**src/rtl/vga_scanout.sv**
```systemverilog
// vga_scanout: 640x480@60 raster timing, downscaled frame-memory addressing and colour/sync realignment.
// Optional bar test pattern (input i_testpat) when VGA_SCANOUT_TESTPAT_EN is defined.
module vga_scanout #(
  parameter int H_ACTIVE    = 640,
  parameter int H_FP        = 16,
  parameter int H_SYNC      = 96,
  parameter int H_BP        = 48,
  parameter int V_ACTIVE    = 480,
  parameter int V_FP        = 10,
  parameter int V_SYNC      = 2,
  parameter int V_BP        = 33,
  parameter int SCALE_SHIFT = 2,
  parameter int RD_LAT      = 1,
  parameter int COLOR_W     = 12,
  parameter bit SYNC_POL    = 1'b0
) (
  input  logic               i_clk,
  input  logic               i_reset_n,
`ifdef VGA_SCANOUT_TESTPAT_EN
  input  logic               i_testpat,
`endif
  input  logic [COLOR_W-1:0] i_color,
  output logic [7:0]         o_pxlX,
  output logic [7:0]         o_pxlY,
  output logic [COLOR_W-1:0] o_rgb,
  output logic               o_hsync,
  output logic               o_vsync,
  output logic               o_de,
  output logic               o_vblank,
  output logic               o_frame_end
);
  localparam int H_TOTAL = H_ACTIVE + H_FP + H_SYNC + H_BP;
  localparam int V_TOTAL = V_ACTIVE + V_FP + V_SYNC + V_BP;
  localparam int HW = $clog2(H_TOTAL);
  localparam int VW = $clog2(V_TOTAL);
  localparam int CW = COLOR_W / 3;
  localparam int PW = 3 * (RD_LAT + 1);
  localparam logic [HW-1:0] H_LAST = HW'(H_TOTAL - 1);
  localparam logic [HW-1:0] H_ACT  = HW'(H_ACTIVE);
  localparam logic [HW-1:0] HS_B   = HW'(H_ACTIVE + H_FP);
  localparam logic [HW-1:0] HS_E   = HW'(H_ACTIVE + H_FP + H_SYNC);
  localparam logic [VW-1:0] V_LAST = VW'(V_TOTAL - 1);
  localparam logic [VW-1:0] V_ACT  = VW'(V_ACTIVE);
  localparam logic [VW-1:0] VS_B   = VW'(V_ACTIVE + V_FP);
  localparam logic [VW-1:0] VS_E   = VW'(V_ACTIVE + V_FP + V_SYNC);

  if ((H_ACTIVE >> SCALE_SHIFT) > 256 || (V_ACTIVE >> SCALE_SHIFT) > 256 ||
      COLOR_W % 3 != 0 || RD_LAT > 4 || RD_LAT < 0) begin : g_param_err
    $error("vga_scanout: unsupported parameter set");
  end

  logic [HW-1:0]            hcnt_q, hcnt_d;
  logic [VW-1:0]            vcnt_q, vcnt_d;
  logic                     act, hs, vs;
  logic [7:0]               pxl_x_q, pxl_x_d, pxl_y_q, pxl_y_d;
  logic [RD_LAT:0][2:0]     ctl_q, ctl_d;
  logic                     vblank_q, frame_end_q;
  logic [COLOR_W-1:0]       color;

  always_comb begin
    hcnt_d  = (hcnt_q == H_LAST) ? '0 : hcnt_q + 1'b1;
    vcnt_d  = (hcnt_q != H_LAST) ? vcnt_q : (vcnt_q == V_LAST) ? '0 : vcnt_q + 1'b1;
    act     = (hcnt_q < H_ACT) && (vcnt_q < V_ACT);
    hs      = (hcnt_q >= HS_B) && (hcnt_q < HS_E);
    vs      = (vcnt_q >= VS_B) && (vcnt_q < VS_E);
    pxl_x_d = act ? 8'(hcnt_q >> SCALE_SHIFT) : '0;
    pxl_y_d = act ? 8'(vcnt_q >> SCALE_SHIFT) : '0;
    ctl_d   = PW'({ctl_q, act, hs, vs});
  end

  always_ff @(posedge i_clk) begin
    if (!i_reset_n) begin
      hcnt_q      <= '0;
      vcnt_q      <= '0;
      pxl_x_q     <= '0;
      pxl_y_q     <= '0;
      ctl_q       <= '0;
      vblank_q    <= 1'b0;
      frame_end_q <= 1'b0;
    end else begin
      hcnt_q      <= hcnt_d;
      vcnt_q      <= vcnt_d;
      pxl_x_q     <= pxl_x_d;
      pxl_y_q     <= pxl_y_d;
      ctl_q       <= ctl_d;
      vblank_q    <= vcnt_d >= V_ACT;
      frame_end_q <= (hcnt_d == '0) && (vcnt_d == V_ACT);
    end
  end

`ifdef VGA_SCANOUT_TESTPAT_EN
  localparam int TW = (COLOR_W + 1) * (RD_LAT + 1);
  logic [RD_LAT:0][COLOR_W:0] tp_q, tp_d;
  logic [2:0]                 bar;
  always_comb begin
    bar  = pxl_x_d[7:5];
    tp_d = TW'({tp_q, i_testpat, {CW{bar[2]}}, {CW{bar[1]}}, {CW{bar[0]}}});
  end
  always_ff @(posedge i_clk) begin
    if (!i_reset_n) tp_q <= '0;
    else tp_q <= tp_d;
  end
  assign color = tp_q[RD_LAT][COLOR_W] ? tp_q[RD_LAT][COLOR_W-1:0] : i_color;
`else
  assign color = i_color;
`endif

  // i_color arrives aligned with the last control stage, so it is gated rather than re-registered
  assign o_de        = ctl_q[RD_LAT][2];
  assign o_hsync     = ctl_q[RD_LAT][1] ? SYNC_POL : ~SYNC_POL;
  assign o_vsync     = ctl_q[RD_LAT][0] ? SYNC_POL : ~SYNC_POL;
  assign o_rgb       = o_de ? color : '0;
  assign o_pxlX      = pxl_x_q;
  assign o_pxlY      = pxl_y_q;
  assign o_vblank    = vblank_q;
  assign o_frame_end = frame_end_q;
endmodule

```
**config.mk**
```make
export PLATFORM = sky130hd
export DESIGN_NAME = vga_scanout
export DESIGN_NICKNAME = d
export VERILOG_FILES = /design/src/rtl/vga_scanout.sv
export SDC_FILE = /design/constraint.sdc
export NUM_CORES = 1
export LEC_CHECK = 0
export ABC_CLOCK_PERIOD_IN_PS = 2000
export CAP_MARGIN = 30
export CORE_MARGIN = 3
export CORE_UTILIZATION = 41
export CTS_BUF_LIST = sky130_fd_sc_hd__clkbuf_4 sky130_fd_sc_hd__clkbuf_8
export CTS_CLUSTER_DIAMETER = 50
export DETAILED_ROUTE_END_ITERATION = 16
export PLACE_DENSITY = 0.7
export SKIP_LAST_GASP = 1
export SLEW_MARGIN = 20
export SYNTH_ARGS = -nofsm -noshare
export SYNTH_HDL_FRONTEND = slang
export SYNTH_SLANG_ARGS = --single-unit
```
**constraint.sdc**
```tcl
create_clock -name i_clk -period 2 [get_ports i_clk]
set_clock_uncertainty 0.15 [all_clocks]
set_input_delay 0.5 -clock i_clk [delete_from_list [all_inputs] [get_ports i_clk]]
set_output_delay 0.5 -clock i_clk [all_outputs]
set_load 0.01 [all_outputs]
```
==> run_1/met1.png <==
The bar under the picture is 20 um long.
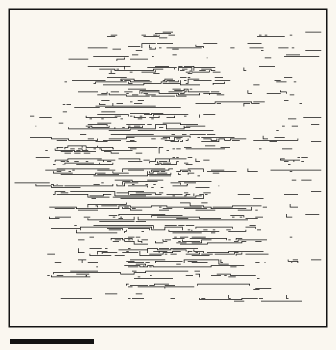
nets with wire on the layer: 272
share of all routed wire: 44%
wire length on this layer: 2100 um
main direction: horizontal
longest straight run: 26.2 um
WL final: 4800 um
via count: 1753
met1 Use GR: 21.5%

==> run_1/met2.png <==
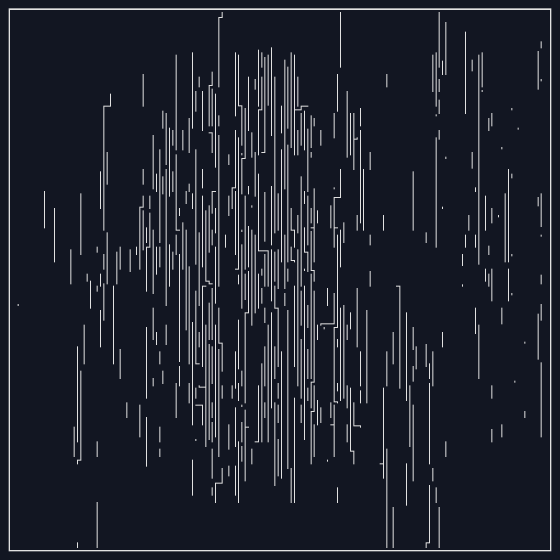
nets with wire on the layer: 248
longest straight run: 29.2 um

==> run_1/met3.png <==
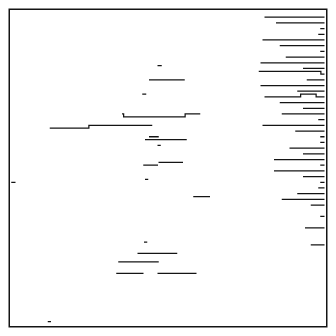
share of all routed wire: 7.7%
wire length on this layer: 371 um
nets with wire on the layer: 49
main direction: horizontal

==> impl_metrics.env, run 1 <==
# flow metrics
export IMPL_status="finished with violations"
export IMPL_violations="negative setup slack"
export IMPL_cts_repair_resized=21
export IMPL_busiest_layer="met2"
export IMPL_synth_chip_area_sq_um=1980
export IMPL_holdBufCountCts=0
export IMPL_timing_final_crit_period_ps=2000
export IMPL_seq_area_share_pct=29.4
export IMPL_grt_antenna_before_repair=0
export IMPL_warnings=30
export IMPL_flop_cell="dfxtp_1"
export IMPL_p_per_area_nw_per_um2=554
export IMPL_r2r_cells=7
export IMPL_hold_start="ctl_d[3]$_SDFF_PN0_"
export IMPL_irDropWorstVdd_mv=0.411
export IMPL_fillers=325
export IMPL_crit_type="reg -> reg"
export IMPL_p_seq_mw=0.892
export IMPL_cp_max_fo=4
export IMPL_route_detailed_drc=0
export IMPL_layout_top_cells="dfxtp_1 (38), buf_4 (37), clkdlybuf4s50_1 (34)"
export IMPL_p_comb_share_pct=6.3
export IMPL_aoi_share_pct=6.51
export IMPL_drive_above_1_share_pct=27.8
export IMPL_cts_root_buf="clkbuf_8"
export IMPL_diodes=0
export IMPL_cp_start_kind="register"
export IMPL_core_rowCount=24
export IMPL_p_comb_mw=0.106
export IMPL_met1Wirelength_um=2100
export IMPL_cp_cell_sequence="ha_4 > nand3_4 > buf_6 > nor4_4 > mux2i_1 > nand3b_1 > nor4_4"
export IMPL_lay_top_count="dfxtp_1"
export IMPL_wl_met2_um=2170
export IMPL_top_area_share_pct=44.5
export IMPL_fp_nets=227
export IMPL_inv_count=8
export IMPL_slew_violations=0
export IMPL_clkPwrFrac_pct=40.3
export IMPL_common_cells="dfxtp_1 (44), and2_1 (33)"
export IMPL_endpoint="o_frame_end$_SDFF_PN0_"
export IMPL_synthArstFlopShare_pct=0
export IMPL_seq_cell_count=44
export IMPL_cpPeakStageDelay_ps=360
export IMPL_cp_num_buf_inv=1
export IMPL_cp_end_kind="register"
export IMPL_layoutNonFillerInstCount=347
export IMPL_adder_share_pct=2.53
export IMPL_setup_viol=1
export IMPL_clk_latency_ps=290
export IMPL_pin_count=47
export IMPL_place_ws_ps=-261
export IMPL_pwr_share_seq_pct=53.4
export IMPL_dp_cells=330
export IMPL_area_growth_pct=52.3
export IMPL_n_all_buffers=89
export IMPL_use_met2_pct=28.6
export IMPL_reg_top3="hcnt_q x10, vcnt_q x10"
export IMPL_final_nets=312
export IMPL_fmax_ghz=0.500
export IMPL_post_route_period_util_pct=100
export IMPL_cts_tree="done"
export IMPL_synthCells=209
export IMPL_flop_area_sq_um=888
export IMPL_utilization_pct=67.0
export IMPL_gr_total_overflow=0
export IMPL_die_area_sq_um=5700
export IMPL_wl_met3_um=371
export IMPL_swShare_pct=20.2
export IMPL_final_area_sq_um=3020
export IMPL_crit_top_cell="nor4_4"
export IMPL_top_cell="dfxtp_1"
export IMPL_grt_usage_pct=17.5
export IMPL_ys_sh_simple_pct=35.1
export IMPL_edf_count=0
export IMPL_fp_util_pct=44.0
export IMPL_comb_cells=146
export IMPL_buffer_area_share_pct=26.9
export IMPL_portBuffers=46
export IMPL_clkTransAtPathRegs_ps=80
export IMPL_drt_initial_drc_count=111
export IMPL_top_cells_by_area="dfxtp_1 (44%), and2_1 (10%), xnor2_1 (4.9%), nor4_4 (3.2%), nand3_1 (2.8%)"
export IMPL_ys_seq_share_pct=44.5
export IMPL_worstPathRequired_ps=2060
export IMPL_crit_path_top_delay_cell="dfxtp_2"
export IMPL_avgRoutedWirePerCell_um=13.8
export IMPL_clkbuf_count=6
export IMPL_grt_max_degree=17
export IMPL_dpl_instance_area_sq_um=2750
export IMPL_viasPerCell=5.05
export IMPL_yosysTopAreaCell="dfxtp_1"
export IMPL_p_int_mw=1.33
export IMPL_hold_depth=1
export IMPL_whs_ps=285
export IMPL_ys_warnings_count=0
export IMPL_drt_pass1_iterations=4
export IMPL_synth_distinct_cells=49
export IMPL_switchingPower_mw=0.338
export IMPL_hold_class="reg -> reg"
export IMPL_die_h_um=75.5
export IMPL_tns_ps=-1.88
export IMPL_hpwl_um=3260
export IMPL_grt_pass1_vias=1568
export IMPL_hold_path_endpoint="ctl_q[3]$_SDFF_PN0_"
export IMPL_taps=52
export IMPL_coreArea_sq_um=4500
export IMPL_grt_use_met3_pct=4.62
export IMPL_dominant_cells="combinational gates"
export IMPL_synth_xor_area_share_pct=6.19
export IMPL_ys_ff=44
export IMPL_ant_nets=0
export IMPL_r2r_start="hcnt_q[1]$_SDFF_PN0_"
export IMPL_mux_area_share_pct=0.505
export IMPL_cts_setup_buffers=8
export IMPL_cp_arrival_ps=2060
export IMPL_crit_cells=7
export IMPL_clk_share_pct=3.69
export IMPL_cts_sinks=44
export IMPL_layout_setup_ws_ps=-1.88
export IMPL_logic_area_sq_um=1110
export IMPL_grt_setup_unrepaired="true"
export IMPL_power_mw=1.67
==> run_1/final_congestion.png <==
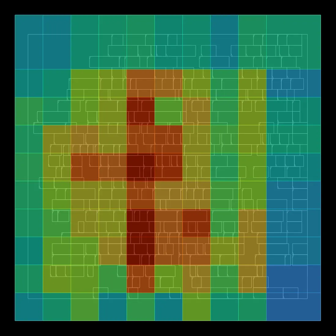

==> run 2: changes to the inputs <==
- CORE_UTILIZATION: 41 -> 45
- PLACE_DENSITY: 0.7 -> 0.76
- RECOVER_POWER: not set -> 50
==> run_2/final_congestion.png <==
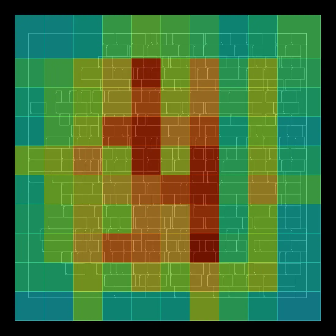
Finished Core Util: 72.4%
M3 GR Usage: 6.65%
met1 Use GR: 22.4%
Overall Global Routing Usage: 18.9%
grt peak-use layer: met2

==> run_2/met1.png <==
The bar under the picture is 20 um long.
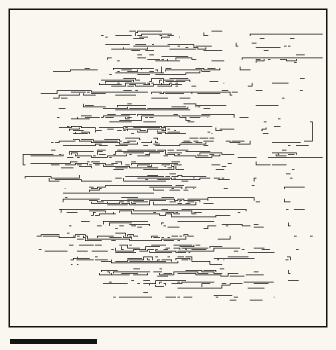
share of all routed wire: 41%
wire length on this layer: 1930 um
main direction: horizontal
longest straight run: 20.7 um

==> run 2 against run 1 <==
Against the previous run:
- the flow now finishes without violations
- setup slack improved by 32 ps
- sequential cell count stayed put
- combinational power barely moved
- count of clock-buffer cells in the layout shrank 1
- highest routed layer unchanged
==> impl_metrics.env, run 2 <==
# flow metrics
export IMPL_taps=50
export IMPL_layoutNonFillerInstCount=343
export IMPL_portBuffers=46
export IMPL_cp_cell_sequence="clkdlybuf4s50_1 > and2_1 > dlygate4sd2_1"
export IMPL_holdBufCountCts=0
export IMPL_drt_pass1_iterations=4
export IMPL_grt_antenna_before_repair=0
export IMPL_final_area_sq_um=2980
export IMPL_tns_ps=0
export IMPL_cts_root_buf="clkbuf_8"
export IMPL_flop_area_sq_um=888
export IMPL_endpoint="o_rgb[9]"
export IMPL_crit_cells=3
export IMPL_hold_depth=1
export IMPL_timing_final_crit_period_ps=1970
export IMPL_lay_top_count="dfxtp_1"
export IMPL_met1Wirelength_um=1930
export IMPL_post_route_period_util_pct=98.5
export IMPL_yosysTopAreaCell="dfxtp_1"
export IMPL_whs_ps=298
export IMPL_n_all_buffers=87
export IMPL_fmax_ghz=0.508
export IMPL_status="finished clean"
export IMPL_dpl_instance_area_sq_um=2760
export IMPL_layout_setup_ws_ps=29.9
export IMPL_pwr_share_seq_pct=52.5
export IMPL_hold_path_endpoint="ctl_q[3]$_SDFF_PN0_"
export IMPL_cpPeakStageDelay_ps=450
export IMPL_irDropWorstVdd_mv=0.331
export IMPL_diodes=0
export IMPL_cp_start_kind="primary input"
export IMPL_warnings=30
export IMPL_coreArea_sq_um=4120
export IMPL_synth_chip_area_sq_um=1980
export IMPL_adder_share_pct=2.53
export IMPL_cp_end_kind="output pin"
export IMPL_vias=1758
export IMPL_power_mw=1.70
export IMPL_clk_share_pct=3.87
export IMPL_grt_pass1_vias=1654
export IMPL_dp_cells=330
export IMPL_final_nets=310
export IMPL_inv_count=8
export IMPL_wl_met2_um=2160
export IMPL_aoi_share_pct=6.51
export IMPL_finalWirelength_um=4730
export IMPL_drt_initial_drc_count=83
export IMPL_synth_distinct_cells=49
export IMPL_grt_setup_unrepaired="true"
export IMPL_buffer_area_share_pct=26.4
export IMPL_clk_latency_ps=310
export IMPL_clkbuf_count=5
export IMPL_clkPwrFrac_pct=41.5
export IMPL_cts_repair_resized=21
export IMPL_gr_total_overflow=0
export IMPL_cp_arrival_ps=1320
export IMPL_die_h_um=72.3
export IMPL_hold_class="reg -> reg"
export IMPL_fp_nets=227
export IMPL_drive_above_1_share_pct=25.3
export IMPL_cts_setup_buffers=6
export IMPL_place_ws_ps=-266
export IMPL_worstPathRequired_ps=1350
export IMPL_cp_max_fo=1
export IMPL_mux_area_share_pct=0.505
==> run 3: changes to the inputs <==
- SLEW_MARGIN: 20 -> not set
==> run_3/met1.png <==
The bar under the picture is 20 um long.
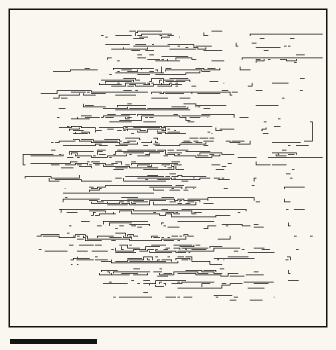
wire length on this layer: 1930 um
longest straight run: 20.7 um
share of all routed wire: 41%

==> run_3/met3.png <==
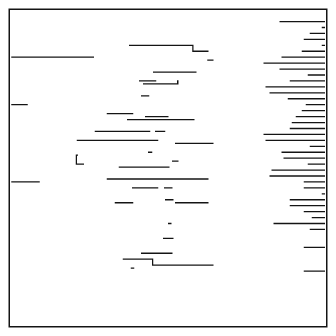
main direction: horizontal
share of all routed wire: 11%

==> run 3 against run 2 <==
Against the previous run:
- non-clock buffer count did not move
- setup slack is the same
- die size did not move
- clock power is essentially flat
- worst hold slack unchanged
- synthesized cell count unchanged
- largest cell class unchanged
- wire length is the same
- sequential power about the same
- highest routed layer unchanged
- fmax unchanged
- area after synthesis stayed put
- via count stayed put
==> impl_metrics.env, run 3 <==
# flow metrics
export IMPL_grt_usage_pct=18.9
export IMPL_ys_seq_share_pct=44.5
export IMPL_hold_class="reg -> reg"
export IMPL_die_area_sq_um=5230
export IMPL_slew_violations=0
export IMPL_utilization_pct=72.4
export IMPL_place_ws_ps=-266
export IMPL_drt_pass1_iterations=4
export IMPL_synthCells=209
export IMPL_crit_path_top_delay_cell="clkdlybuf4s50_1"
export IMPL_p_seq_mw=0.892
export IMPL_whs_ps=298
export IMPL_p_comb_share_pct=6.1
export IMPL_pwr_share_seq_pct=52.5
export IMPL_p_comb_mw=0.103
export IMPL_aoi_share_pct=6.51
export IMPL_synth_xor_area_share_pct=6.19
export IMPL_cts_root_buf="clkbuf_8"
export IMPL_clkbuf_count=5
export IMPL_ys_warnings_count=0
export IMPL_clkTransAtPathRegs_ps=80
export IMPL_drt_initial_drc_count=83
export IMPL_n_all_buffers=87
export IMPL_fp_nets=227
export IMPL_pin_count=47
export IMPL_layout_top_cells="dfxtp_1 (38), buf_4 (34), clkdlybuf4s50_1 (33)"
export IMPL_die_h_um=72.3
export IMPL_post_route_period_util_pct=98.5
export IMPL_route_detailed_drc=0
export IMPL_grt_antenna_before_repair=0
export IMPL_top_area_share_pct=44.5
export IMPL_seq_area_share_pct=29.8
export IMPL_wl_met3_um=497
export IMPL_ys_ff=44
export IMPL_setup_viol=0
export IMPL_dp_cells=330
export IMPL_dominant_cells="combinational gates"
export IMPL_buffer_area_share_pct=26.4
export IMPL_hold_depth=1
export IMPL_portBuffers=46
export IMPL_status="finished clean"
export IMPL_use_met2_pct=30.6
export IMPL_comb_cells=146
export IMPL_cp_end_kind="output pin"
export IMPL_lay_top_count="dfxtp_1"
export IMPL_clk_latency_ps=310
export IMPL_mux_area_share_pct=0.505
export IMPL_hpwl_um=3280
export IMPL_met1_usage_pct=22.4
export IMPL_inv_count=8
export IMPL_seq_cell_count=44
export IMPL_ant_nets=0
export IMPL_fmax_ghz=0.508
export IMPL_flop_area_sq_um=888
export IMPL_edf_count=0
export IMPL_fp_util_pct=48.1
export IMPL_met1Wirelength_um=1930
export IMPL_warnings=30
export IMPL_crit_type="in -> out"
export IMPL_dpl_instance_area_sq_um=2760
export IMPL_cp_num_buf_inv=2
export IMPL_reg_top3="hcnt_q x10, vcnt_q x10"
export IMPL_cts_tree="done"
export IMPL_wl_met2_um=2160
export IMPL_swShare_pct=22.2
export IMPL_viasPerCell=5.13
export IMPL_logic_area_sq_um=1090
export IMPL_p_int_mw=1.32
export IMPL_synth_chip_area_sq_um=1980
export IMPL_coreArea_sq_um=4120
export IMPL_cts_repair_resized=21
export IMPL_final_area_sq_um=2980
export IMPL_cp_start_kind="primary input"
export IMPL_avgRoutedWirePerCell_um=13.8
export IMPL_grt_max_degree=17
export IMPL_cpPeakStageDelay_ps=450
export IMPL_ys_sh_simple_pct=35.1
export IMPL_hold_start="ctl_d[3]$_SDFF_PN0_"
export IMPL_switchingPower_mw=0.377
export IMPL_timing_final_crit_period_ps=1970
export IMPL_core_rowCount=23
export IMPL_busiest_layer="met2"
export IMPL_area_growth_pct=50.3
export IMPL_tns_ps=0
export IMPL_fillers=298
export IMPL_finalWirelength_um=4730
export IMPL_common_cells="dfxtp_1 (44), and2_1 (33)"
export IMPL_vias=1758
export IMPL_flop_cell="dfxtp_1"
export IMPL_holdBufCountCts=0
export IMPL_clk_share_pct=3.87
export IMPL_yosysTopAreaCell="dfxtp_1"
export IMPL_layoutNonFillerInstCount=343
export IMPL_top_cells_by_area="dfxtp_1 (44%), and2_1 (10%), xnor2_1 (4.9%), nor4_4 (3.2%), nand3_1 (2.8%)"
export IMPL_r2r_cells=7
export IMPL_layout_setup_ws_ps=29.9
export IMPL_crit_cells=3
export IMPL_irDropWorstVdd_mv=0.331
export IMPL_cp_max_fo=1
export IMPL_top_cell="dfxtp_1"
export IMPL_r2r_start="hcnt_q[1]$_SDFF_PN0_"
export IMPL_p_per_area_nw_per_um2=571
export IMPL_grt_use_met3_pct=6.65
export IMPL_synth_distinct_cells=49
export IMPL_power_mw=1.70
export IMPL_endpoint="o_rgb[9]"
export IMPL_gr_total_overflow=0
export IMPL_taps=50
export IMPL_synthArstFlopShare_pct=0
No activity file was given, so power comes from the tool's default toggle rates.
